===== src/rtl/uart_pkg.sv =====
// Shared UART definitions: parity encodings, frame width and controller states.
package uart_pkg;

    localparam logic [1:0] PAR_NONE  = 2'b00;
    localparam logic [1:0] PAR_ODD   = 2'b01;
    localparam logic [1:0] PAR_EVEN  = 2'b10;
    localparam logic [1:0] PAR_NONE2 = 2'b11;

    localparam int FRAME_W = 11;

    typedef enum logic [1:0] {
        IDLE  = 2'd0,
        LOAD  = 2'd1,
        SHIFT = 2'd2
    } state_t;

    // 8 data bits with two stop bits cannot fit in an 11-bit frame
    function automatic logic cfg_illegal(input logic data_len, input logic stop);
        return data_len & stop;
    endfunction

endpackage


===== src/rtl/uart_baud_gen.sv =====
// Bit-period counter: counts 0..CLKS_PER_BIT-1 while enabled and emits a
// registered one-cycle tick in the cycle after the terminal count.
module uart_baud_gen #(
    parameter int CLKS_PER_BIT = 16
) (
    input  logic i_clk,
    input  logic i_rst,
    input  logic i_clr,
    input  logic i_en,
    output logic o_tick
);
    localparam int CW = $clog2(CLKS_PER_BIT);

    logic [CW-1:0] r_cnt;
    logic          r_tick;
    logic          w_term;

    assign w_term = (r_cnt == CW'(CLKS_PER_BIT - 1));
    assign o_tick = r_tick;

    // Count bit-period cycles; the tick is registered so the shifter acts one
    // cycle after the counter hits its terminal value
    always_ff @(posedge i_clk) begin
        if (i_rst || i_clr) begin
            r_cnt  <= '0;
            r_tick <= 1'b0;
        end else if (i_en) begin
            r_tick <= w_term;
            r_cnt  <= w_term ? '0 : r_cnt + CW'(1);
        end else begin
            r_tick <= 1'b0;
        end
    end

endmodule


===== src/rtl/uart_tx_controller.sv =====
// UART transmit controller: accepts a byte plus line config, drives the
// Framer inputs, captures the 11-bit frame and serialises it onto tx.
module uart_tx_controller
    import uart_pkg::*;
#(
    parameter int CLKS_PER_BIT = 16,
    parameter int FRAME_LAT    = 1
) (
    input  logic               i_clk,
    input  logic               i_rst,
    input  logic [7:0]         i_tx_data,
    input  logic               i_tx_valid,
    output logic               o_tx_ready,
    input  logic [1:0]         i_cfg_parity,
    input  logic               i_cfg_data_len,
    input  logic               i_cfg_stop,
    output logic [7:0]         o_frm_din,
    output logic [1:0]         o_frm_parity,
    output logic               o_frm_data_len,
    output logic               o_frm_stop,
    output logic               o_frm_rst_n,
    input  logic [FRAME_W-1:0] i_frm_frame,
    output logic               o_tx,
    output logic               o_tx_busy,
    output logic               o_tx_done,
    output logic               o_cfg_err
);
    localparam int LW = (FRAME_LAT > 1) ? $clog2(FRAME_LAT) : 1;

    state_t             r_state;
    logic [FRAME_W-1:0] r_shreg;
    logic [3:0]         r_bit_cnt;
    logic [LW-1:0]      r_lat_cnt;
    logic               r_tx;
    logic               r_ready;
    logic               r_busy;
    logic               r_done;
    logic               r_cfg_err;
    logic [7:0]         r_frm_din;
    logic [1:0]         r_frm_parity;
    logic               r_frm_data_len;
    logic               r_frm_stop;
    logic               r_frm_rst_n;
    logic               w_tick;
    logic               w_illegal;

    assign w_illegal = cfg_illegal(i_cfg_data_len, i_cfg_stop);

    // Baud counter is held clear through LOAD so it starts at zero on SHIFT entry
    uart_baud_gen #(
        .CLKS_PER_BIT(CLKS_PER_BIT)
    ) u_baud (
        .i_clk (i_clk),
        .i_rst (i_rst),
        .i_clr (r_state == LOAD),
        .i_en  (r_state == SHIFT),
        .o_tick(w_tick)
    );

    // Transmit sequencer: IDLE accepts, LOAD waits on the Framer, SHIFT serialises
    always_ff @(posedge i_clk) begin
        r_frm_rst_n <= ~i_rst;
        r_done      <= 1'b0;
        r_cfg_err   <= 1'b0;
        if (i_rst) begin
            r_state        <= IDLE;
            r_tx           <= 1'b1;
            r_ready        <= 1'b0;
            r_busy         <= 1'b0;
            r_shreg        <= '1;
            r_bit_cnt      <= '0;
            r_lat_cnt      <= '0;
            r_frm_din      <= '0;
            r_frm_parity   <= '0;
            r_frm_data_len <= 1'b0;
            r_frm_stop     <= 1'b0;
        end else begin
            case (r_state)
                IDLE: begin
                    r_tx    <= 1'b1;
                    r_ready <= 1'b1;
                    if (i_tx_valid && r_ready) begin
                        r_frm_din      <= i_tx_data;
                        r_frm_parity   <= i_cfg_parity;
                        r_frm_data_len <= i_cfg_data_len;
                        // A 12-bit request is trimmed to one stop bit
                        r_frm_stop     <= i_cfg_stop & ~w_illegal;
                        r_cfg_err      <= w_illegal;
                        r_ready        <= 1'b0;
                        r_busy         <= 1'b1;
                        r_lat_cnt      <= '0;
                        r_state        <= LOAD;
                    end
                end
                LOAD: begin
                    r_tx <= 1'b1;
                    if (r_lat_cnt == LW'(FRAME_LAT - 1)) begin
                        r_shreg   <= i_frm_frame;
                        r_bit_cnt <= '0;
                        r_state   <= SHIFT;
                    end else begin
                        r_lat_cnt <= r_lat_cnt + LW'(1);
                    end
                end
                SHIFT: begin
                    if (w_tick) begin
                        if (r_bit_cnt == 4'd10) begin
                            r_tx    <= 1'b1;
                            r_done  <= 1'b1;
                            r_ready <= 1'b1;
                            r_busy  <= 1'b0;
                            r_state <= IDLE;
                        end else begin
                            // tx takes the bit that becomes shreg[0] at this edge
                            r_shreg   <= {1'b1, r_shreg[FRAME_W-1:1]};
                            r_tx      <= r_shreg[1];
                            r_bit_cnt <= r_bit_cnt + 4'd1;
                        end
                    end else begin
                        r_tx <= r_shreg[0];
                    end
                end
                default: r_state <= IDLE;
            endcase
        end
    end

    assign o_tx_ready     = r_ready;
    assign o_tx           = r_tx;
    assign o_tx_busy      = r_busy;
    assign o_tx_done      = r_done;
    assign o_cfg_err      = r_cfg_err;
    assign o_frm_din      = r_frm_din;
    assign o_frm_parity   = r_frm_parity;
    assign o_frm_data_len = r_frm_data_len;
    assign o_frm_stop     = r_frm_stop;
    assign o_frm_rst_n    = r_frm_rst_n;

endmodule


===== config.mk =====
export PLATFORM = sky130hd
export DESIGN_NAME = uart_tx_controller
export DESIGN_NICKNAME = d
export VERILOG_FILES = /design/src/rtl/uart_pkg.sv /design/src/rtl/uart_baud_gen.sv /design/src/rtl/uart_tx_controller.sv
export SDC_FILE = /design/constraint.sdc
export NUM_CORES = 1
export LEC_CHECK = 0
export ABC_CLOCK_PERIOD_IN_PS = 1400
export CAP_MARGIN = 20
export CORE_MARGIN = 1.5
export CORE_UTILIZATION = 43
export DETAILED_ROUTE_END_ITERATION = 8
export GPL_ROUTABILITY_DRIVEN = 0
export PLACE_DENSITY = 0.82
export SYNTH_ARGS = -nofsm -noshare
export SYNTH_HDL_FRONTEND = slang
export SYNTH_SLANG_ARGS = --single-unit

===== constraint.sdc =====
create_clock -name i_clk -period 1.4 [get_ports i_clk]
set_clock_uncertainty 0.05 [all_clocks]
set_input_delay 0.42 -clock i_clk [delete_from_list [all_inputs] [get_ports i_clk]]
set_output_delay 0.42 -clock i_clk [all_outputs]
set_load 0.05 [all_outputs]

Figure 1. Met2 routing (run 1).
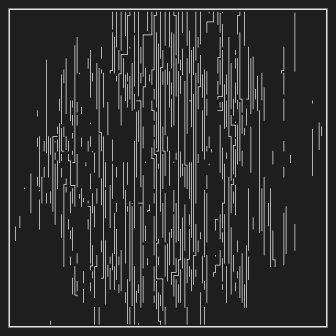
The layer carries 2,440 um of wire. The layer holds 53% of the routed length. 257 nets have wire on it.

Figure 2. Signal wires on met1 (run 1).
Bar = 20 um.
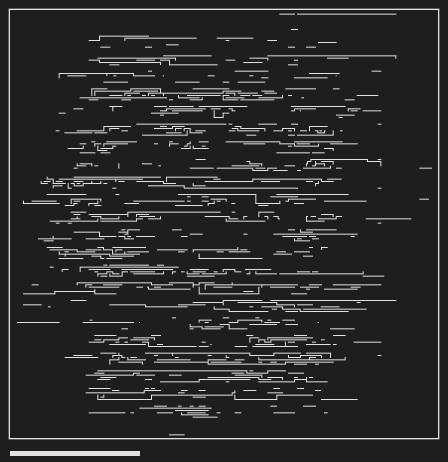
258 nets have wire on it. The layer carries 1,820 um of wire. The layer holds 40% of the routed length. The longest straight run is 23.0 um.
Vias: 1,657
grt met1 use: 25.90%
final wirelength: 4.585 mm

Figure 3. Local utilization (run 1).
Bar = 20 um. 7 x 7 tiles, from black (low) to pale yellow (high), 0 to 100% covered.
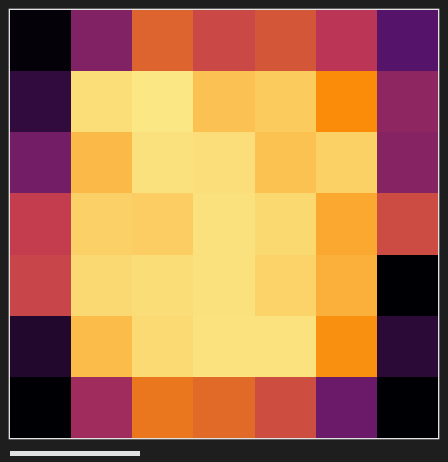
The densest ninth of the die: middle. 8.2% of the tiles are nearly empty. The mean over all tiles is 63%. The emptiest ninth of the die: bottom right. 51% of the tiles are over 75% full. The fullest tile reaches 95%.

==> flow_metrics.env, run 1 <==
# yosys + openroad results
export IMPL_status="finished with violations"
export IMPL_failed_checks="negative setup slack"
export IMPL_dp_hpwl_mm=2.982
export IMPL_wl_met3_um=217
export IMPL_top_area_cell="dfxtp_1"
export IMPL_core_area_um2=3744
export IMPL_rows=22
export IMPL_grt_busiest_layer="met2"
export IMPL_holdCritStartpoint="u_baud.r_cnt[3]$_SDFFE_PP0N_"
export IMPL_powerSeq_mw=1.22
export IMPL_seq_share_pct=28.80
export IMPL_cts_hold_buf=0
export IMPL_final_cells=306
export IMPL_clk_latency_ns=0.28
export IMPL_startpoint="r_bit_cnt[0]$_SDFFE_PP0P_"
export IMPL_dominant_cells="logic gates"
export IMPL_io_pins=44
export IMPL_die_x_um=66.07
export IMPL_slew_headroom_pct=84.16
export IMPL_comb_cell_power_mw=0.508
export IMPL_fin_nets=286
export IMPL_final_nonclk_buf_share_pct=31.04
export IMPL_combPwrFrac_pct=19.3
export IMPL_finalCritPeriodShare_pct=107.2
export IMPL_xor_share_pct=0.5121
export IMPL_ys_cells=190
export IMPL_seq_area_frac_synth_pct=46.82
export IMPL_worstHoldEndpoint="u_baud.r_cnt[3]$_SDFFE_PP0N_"
export IMPL_num_nonclk_buffers=73
export IMPL_cts_sinks=40
export IMPL_slowest_stage="or4_4"
export IMPL_place_ws_ns=-0.2301
export IMPL_gr_usage_met2_pct=38.13
export IMPL_cp_data_required_time_ns=1.58
export IMPL_critical_path_depth=5
export IMPL_drc=0
export IMPL_syn_avg_cell_area_um2=9.002
export IMPL_power_switching_mw=0.6544
export IMPL_n_fill_cell=223
export IMPL_antenna_found_initial=0
export IMPL_topCellsByArea="dfxtp_1 (47%), nand2_1 (6.4%), mux2i_1 (5.9%)"
export IMPL_cp_max_fo=6
export IMPL_cts_buffer_depth=2
export IMPL_setup_violations=10
export IMPL_drtPass1Iterations=5
export IMPL_fin_area_um2=2798
export IMPL_finalSetupTns_ns=-0.3687
export IMPL_reg2reg_depth=5
export IMPL_drt_met1_wl_mm=1.823
export IMPL_comb_cells=134
export IMPL_cts_inserted_buffers=5
export IMPL_worst_slack_ns=-0.1010
export IMPL_p_per_area_nw_per_um2=941.6
export IMPL_edf_count=0
export IMPL_clock_fmax_ghz=0.6662
export IMPL_inverters=3
export IMPL_p_int_mw=1.980
export IMPL_hold_viol_final=0
export IMPL_worst_hold_path_type="flop to flop"
export IMPL_fp_nets=219
export IMPL_cts_htree_levels=2
export IMPL_worst_path_buf_inv=1
export IMPL_seq_area_um2=805.8
export IMPL_clkCellAreaFrac_pct=3.846
export IMPL_drtIter0Drc=76
export IMPL_crit_path_end="r_bit_cnt[2]$_SDFFE_PP0P_"
export IMPL_grt_pass1_vias=1656
export IMPL_yosys_area_top_type_share_pct=46.82
export IMPL_ys_warn_count=0
export IMPL_top_power_group="registers"
Figure 4. Congestion heat map (run 1).
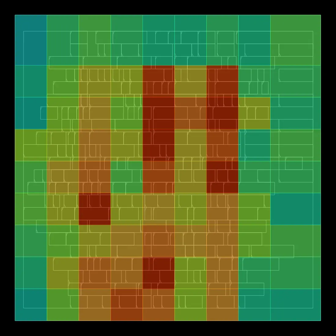

==> run 2, diff against run 1 <==
--- a/config.mk
+++ b/config.mk
@@ -6,7 +6,6 @@
 export NUM_CORES = 1
 export LEC_CHECK = 0
 export ABC_CLOCK_PERIOD_IN_PS = 1400
-export CAP_MARGIN = 20
 export CORE_MARGIN = 1.5
 export CORE_UTILIZATION = 43
 export DETAILED_ROUTE_END_ITERATION = 8
@@ -15,3 +14,4 @@
 export SYNTH_ARGS = -nofsm -noshare
 export SYNTH_HDL_FRONTEND = slang
 export SYNTH_SLANG_ARGS = --single-unit
+export TNS_END_PERCENT = 30
Figure 5. Congestion heat map (run 2).
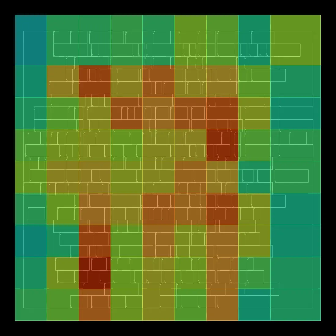
post-layout util: 72.59%
met3 Track Usage GR: 6.644%
Global Route Usage Sum: 21.72%
GR met2 Demand/Resource: 34.72%

==> run 2 against run 1 <==
The run still ends with negative setup slack left. Total power is 7.3% higher. Clock-buffer cell count is 1 lower. Utilization is 2.1 points lower. Maximum frequency is 2.3% higher. Worst setup slack better by 0.034 ns. Hold slack better by 0.0040 ns. Routed wire length is 4.6% lower. Synthesized cell count stayed put. First-iteration DRC count is 5.3% lower. Die size stayed put. Critical endpoint unchanged.
==> flow_metrics.env, run 2 <==
# yosys + openroad results
export IMPL_grt_busiest_layer="met2"
export IMPL_powerSeq_mw=1.22
export IMPL_ys_warn_count=0
export IMPL_antenna_found_initial=0
export IMPL_critical_path_depth=5
export IMPL_slowest_stage="or4_4"
export IMPL_final_nonclk_buf_share_pct=30.80
export IMPL_finalSetupTns_ns=-0.1560
export IMPL_seq_area_um2=807.0
export IMPL_drtIter0Drc=72
export IMPL_startpoint="r_bit_cnt[0]$_SDFFE_PP0P_"
export IMPL_drc=0
export IMPL_dominant_cells="logic gates"
export IMPL_wirelength_mm=4.376
export IMPL_fp_nets=219
export IMPL_top_power_group="registers"
export IMPL_clock_fmax_ghz=0.6815
export IMPL_cts_sinks=40
export IMPL_worst_slack_ns=-0.06737
export IMPL_wl_met3_um=133
export IMPL_synth_async_reset_ratio_pct=0
export IMPL_fin_area_um2=2718
export IMPL_holdCritStartpoint="o_frm_din[5]$_SDFFE_PP0P_"
export IMPL_finalCritPeriodShare_pct=104.8
export IMPL_ff_type="dfxtp_1"
export IMPL_reg2reg_depth=5
export IMPL_worst_path_buf_inv=1
export IMPL_io_pins=44
export IMPL_vias=1582
export IMPL_xor_share_pct=0.5121
export IMPL_cts_buffer_depth=2
export IMPL_worstHoldEndpoint="o_frm_din[5]$_SDFFE_PP0P_"
export IMPL_status="finished with violations"
export IMPL_slew_headroom_pct=81.01
export IMPL_ys_cells=190
export IMPL_globalRouteMet1Util_pct=27.67
export IMPL_cts_htree_levels=2
export IMPL_cp_max_fo=4
export IMPL_p_int_mw=2.151
export IMPL_rows=22
export IMPL_final_cells=302
export IMPL_cp_data_required_time_ns=1.59
export IMPL_fin_nets=283
export IMPL_topCellsByArea="dfxtp_1 (47%), nand2_1 (6.4%), mux2i_1 (5.9%)"
export IMPL_n_fill_cell=259
export IMPL_top_area_cell="dfxtp_1"
export IMPL_core_area_um2=3744
export IMPL_worst_hold_path_type="flop to flop"
export IMPL_comb_cell_power_mw=0.504
export IMPL_edf_count=0
export IMPL_die_x_um=66.07
export IMPL_clk_latency_ns=0.30
export IMPL_setup_violations=3
export IMPL_failed_checks="negative setup slack"
export IMPL_p_per_area_nw_per_um2=1040
export IMPL_combPwrFrac_pct=17.8
export IMPL_place_ws_ns=-0.2776
export IMPL_seq_area_frac_synth_pct=46.82
export IMPL_drtPass1Iterations=4
export IMPL_inverters=3
export IMPL_syn_avg_cell_area_um2=9.002
export IMPL_cts_hold_buf=0
export IMPL_area_delta_synth_final_pct=58.89
export IMPL_dp_hpwl_mm=3.158
export IMPL_seq_share_pct=29.70
export IMPL_cts_inserted_buffers=5
export IMPL_yosys_area_top_type_share_pct=46.82
export IMPL_num_nonclk_buffers=71
export IMPL_hold_viol_final=0
Figure 6. Met2 routing (run 2).
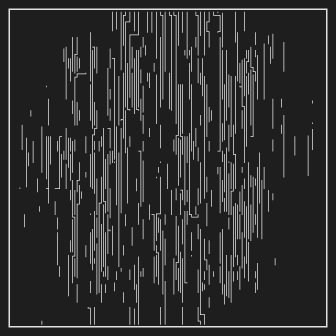

==> run 3, diff against run 2 <==
--- a/config.mk
+++ b/config.mk
@@ -6,11 +6,13 @@
 export NUM_CORES = 1
 export LEC_CHECK = 0
 export ABC_CLOCK_PERIOD_IN_PS = 1400
+export CELL_PAD_IN_SITES_DETAIL_PLACEMENT = 0
+export CELL_PAD_IN_SITES_GLOBAL_PLACEMENT = 1
 export CORE_MARGIN = 1.5
-export CORE_UTILIZATION = 43
+export CORE_UTILIZATION = 32
 export DETAILED_ROUTE_END_ITERATION = 8
 export GPL_ROUTABILITY_DRIVEN = 0
-export PLACE_DENSITY = 0.82
+export PLACE_DENSITY = 0.81
 export SYNTH_ARGS = -nofsm -noshare
 export SYNTH_HDL_FRONTEND = slang
 export SYNTH_SLANG_ARGS = --single-unit
Figure 7. Met2 routing (run 3).
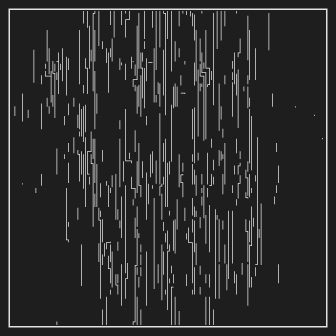
The layer holds 49% of the routed length. The wires run mostly vertical. The layer carries 1,940 um of wire. 242 nets have wire on it.

==> run 3 against run 2 <==
The run still ends with negative setup slack left. Design area increased by 1.1%. Via count decreased by 1.3%. Worst setup slack gained 0.032 ns. Cell count is 7.9% higher. Clock power is about 20% lower. Synthesized area is the same. Die size up 33%. Largest cell class unchanged. Largest power group unchanged.
==> flow_metrics.env, run 3 <==
# yosys + openroad results
export IMPL_slowest_stage="or4_1"
export IMPL_die_x_um=76.11
export IMPL_io_pins=44
export IMPL_worst_hold_path_type="flop to flop"
export IMPL_syn_avg_cell_area_um2=9.002
export IMPL_holdCritStartpoint="r_bit_cnt[3]$_SDFFE_PP0P_"
export IMPL_final_nonclk_buf_share_pct=30.60
export IMPL_comb_cell_power_mw=0.504
export IMPL_failed_checks="negative setup slack"
export IMPL_cp_max_fo=4
export IMPL_fp_nets=219
export IMPL_area_delta_synth_final_pct=60.64
export IMPL_edf_count=0
export IMPL_rows=26
export IMPL_seq_area_frac_synth_pct=46.82
export IMPL_grt_util_met3_pct=3.713
export IMPL_seq_area_um2=804.5
export IMPL_ys_cells=190
export IMPL_drc=0
export IMPL_drtPass1Iterations=4
export IMPL_comb_cells=133
export IMPL_ff_type="dfxtp_1"
export IMPL_critical_path_depth=5
export IMPL_dp_hpwl_mm=2.908
export IMPL_clock_fmax_ghz=0.6967
export IMPL_combPwrFrac_pct=19.0
export IMPL_cts_hold_buf=0
export IMPL_topCellsByArea="dfxtp_1 (47%), nand2_1 (6.4%), mux2i_1 (5.9%)"
export IMPL_worstHoldEndpoint="r_bit_cnt[3]$_SDFFE_PP0P_"
export IMPL_final_core_util_pct=53.46
export IMPL_worst_slack_ns=-0.03542
export IMPL_reg2reg_depth=5
export IMPL_status="finished with violations"
export IMPL_seq_share_pct=29.28
export IMPL_setup_violations=3
export IMPL_clk_latency_ns=0.29
export IMPL_finalCritPeriodShare_pct=102.5
Power is estimated from default activity; no workload was simulated.
